Figure 1. Metal 1 (run 1).
Drawn at 3 px/um. Supply wires on this layer in gray.
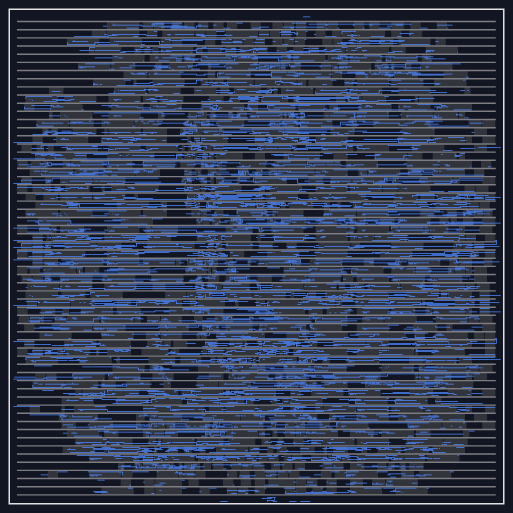
Figure 2. Signal wires on met2 (run 1).
Drawn at 3 px/um.
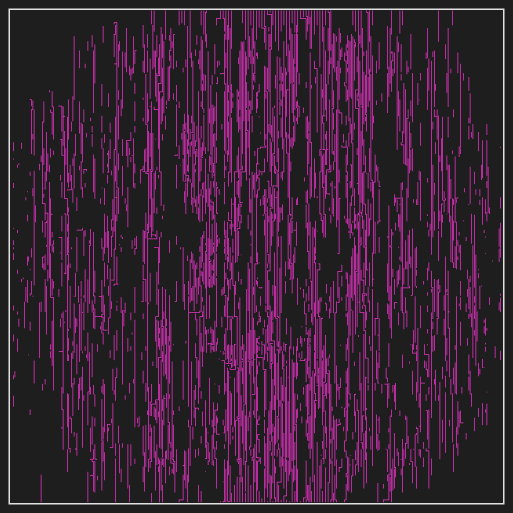
Figure 3. Met3 routing (run 1).
Drawn at 3 px/um.
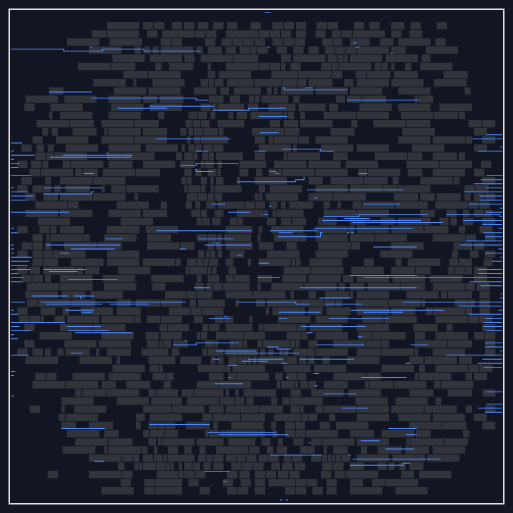
==> config.mk <==
export PLATFORM = sky130hd
export DESIGN_NAME = branch_resolution_unit
export DESIGN_NICKNAME = d
export VERILOG_FILES = /design/src/rtl/bp_pkg.sv /design/src/rtl/bp_update_fifo.sv /design/src/rtl/branch_resolution_unit.sv
export SDC_FILE = /design/constraint.sdc
export NUM_CORES = 1
export LEC_CHECK = 0
export CAP_MARGIN = 20
export CORE_MARGIN = 2
export CORE_UTILIZATION = 50
export CTS_BUF_LIST = sky130_fd_sc_hd__clkbuf_8
export DETAILED_ROUTE_END_ITERATION = 10
export PLACE_DENSITY_LB_ADDON = 0.15
export SYNTH_ARGS = -nofsm -noshare
export SYNTH_HDL_FRONTEND = slang
export SYNTH_HIERARCHICAL = 1
export SYNTH_SLANG_ARGS = --single-unit
==> constraint.sdc <==
create_clock -name clk_i -period 3.15 [get_ports clk_i]
set_clock_uncertainty 0.1 [all_clocks]
set_input_delay 0.4725 -clock clk_i [delete_from_list [all_inputs] [get_ports clk_i]]
set_output_delay 0.4725 -clock clk_i [all_outputs]
set_load 0.01 [all_outputs]
==> run_results.csv, run 1 <==
group,metric,value,unit
place,gp_congestion,0.847,
clock_network,numCtsBuffers,51,
power_and_ir_drop,seq_power_share,39.0,%
layout,seq_share,53.8,%
status,status,"completed",
logic_synthesis,simple_gate_share,7.62,%
layout,seqCellArea,8960,um2
place,place_inst,1267,
timing,post-route-period-util,97.4,%
worst_setup_path,cp-end-kind,"output pin",
global_route,antenna_found_initial,1,
power_and_ir_drop,p_int,9660,uW
layout,comb_area_share,21.8,%
routing,viasPerCell,5.67,
layout,logic_gate_count,367,
power_and_ir_drop,comb_power,5200,uW
layout,finalNonFillerCells,1360,
layout,clkCellAreaFrac,5.68,%
layout,largest_register_ff_count,264,
worst_setup_path,crit_chain,"buf_6, mux4_2, and2_1, clkdlybuf4s50_1",
clock_network,cts.sinks,305,
power_and_ir_drop,p_clk,3200,uW
global_route,busiest_layer,"met2",
timing,rsz0062_at_grt,"yes",
global_route,grt_pass1_vias,8015,
layout,lay_top_cells,"264 x edfxtp_1, 173 x clkdlybuf4s50_1, 67 x and2_1",
logic_synthesis,adder_share,0.915,%
Back to the opening pictures, Figure 1:
longest straight run: 55.2 um
main direction: horizontal
wire length on this layer: 13500 um
share of all routed wire: 42%
routing usage on met1: 34.4%
via count: 7717
routed wire length: 32500 um

Back to the opening pictures, Figure 2:
main direction: vertical
nets with wire on the layer: 1009
wire length on this layer: 15700 um
GR Util met2: 38.7%

Back to the opening pictures, Figure 3:
longest straight run: 48.1 um
share of all routed wire: 6.6%
main direction: horizontal
nets with wire on the layer: 152
wire length on this layer: 2150 um
grt met3 use: 4.27%

==> run 2: changes to the inputs <==
--- a/config.mk
+++ b/config.mk
@@ -10,7 +10,9 @@
 export CORE_UTILIZATION = 50
 export CTS_BUF_LIST = sky130_fd_sc_hd__clkbuf_8
 export DETAILED_ROUTE_END_ITERATION = 10
-export PLACE_DENSITY_LB_ADDON = 0.15
+export GPL_TIMING_DRIVEN = 0
+export PLACE_DENSITY_LB_ADDON = 0.2
+export SLEW_MARGIN = 15
 export SYNTH_ARGS = -nofsm -noshare
 export SYNTH_HDL_FRONTEND = slang
 export SYNTH_HIERARCHICAL = 1
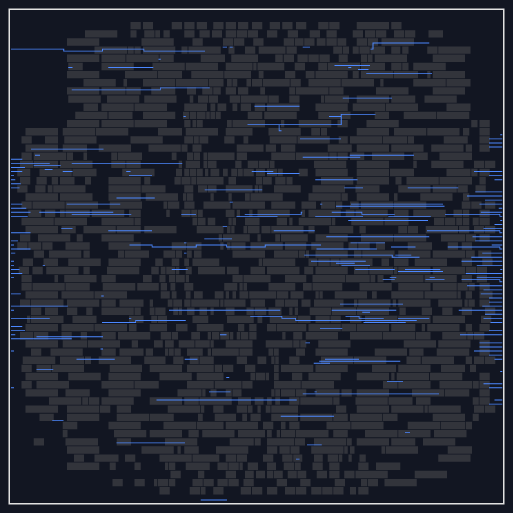
Figure 4: run 2, met3 routing.
Drawn at 3 px/um.
main direction: horizontal
wire length on this layer: 2030 um
nets with wire on the layer: 146
longest straight run: 46.5 um
share of all routed wire: 6.5%
routed wire length: 31200 um
grt met3 use: 3.64%
via count: 7530

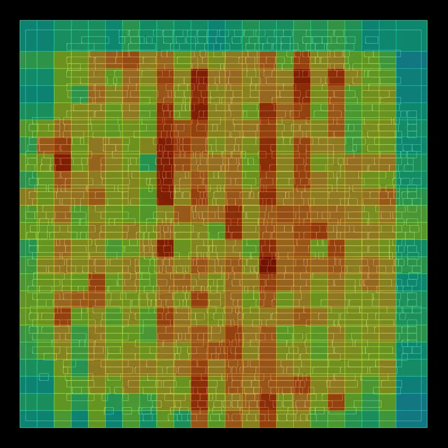
Figure 5: run 2, routing congestion.
GR Util met2: 39.3%
GRT Total Usage: 23.7%

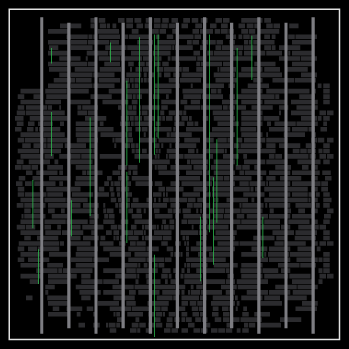
Figure 6: run 2, the metal 4 layer.
Drawn at 2 px/um. Supply wires on this layer in gray.
wire length on this layer: 755 um
main direction: vertical
share of all routed wire: 2.4%
longest straight run: 98.6 um

==> run 2 against run 1 <==
Against the previous run:
- global-route usage down 0.75 points
- sequential cell count stayed put
- via count down 2.4%
- wire length down 4.0%
- critical path type unchanged
==> run_results.csv, run 2 <==
group,metric,value,unit
timing,fmax,326,MHz
power_and_ir_drop,comb_power,5340,uW
global_route,grtUsageMet1,32.7,%
global_route,grt_pass1_vias,7666,
routing,route.detailed.drc,0,
place,gp_congestion,0.806,
timing,rsz0062_at_grt,"yes",
layout,finalNonFillerCells,1363,
logic_synthesis,synth_warnings,6,
layout,fin_util,65.8,%
routing,wl_met2,15700,um
global_route,antenna_found_initial,1,
power_and_ir_drop,p_int,9890,uW
power_and_ir_drop,p_clk,3340,uW
logic_synthesis,top_cell_area_share,61.7,%
timing,post-route-period-util,97.4,%
layout,largest_register_ff_count,264,
layout,comb_area_share,21.9,%
logic_synthesis,simple_gate_share,7.62,%
status,status,"completed",
layout,lay_top_cells,"264 x edfxtp_1, 196 x clkdlybuf4s50_1, 67 x and2_1",
clock_network,cts_tree,"done",
clock_network,cts.sinks,305,
clock_network,clk_pin_slew,0.06,ns
layout,seqCellArea,8950,um2
die,chipArea,27000,um2
place,io_buffers,206,
worst_setup_path,worstPathRequired,2.58,ns
layout,seq_share,54.0,%
logic_synthesis,synthArstFlopShare,13.4,%
clock_network,postCtsSetupBuffers,2,
power_and_ir_drop,maxPowerGroup,"registers",
global_route,busiest_layer,"met2",
worst_setup_path,criticalPathCategory,"flop to output pin",
die,rows,58,
power_and_ir_drop,seq_power_share,38.1,%
worst_setup_path,cp-end-kind,"output pin",
layout,area.growth.synth_to_final,29.0,%
routing,viasPerCell,5.52,
die,pin_count,207,
clock_network,numCtsBuffers,49,
worst_setup_path,crit_chain,"or3_4, buf_4, clkbuf_8, and2_1, clkdlybuf4s50_1",
logic_synthesis,ys_sh_xor,4.02,%
layout,logic_gate_count,367,
logic_synthesis,adder_share,0.915,%
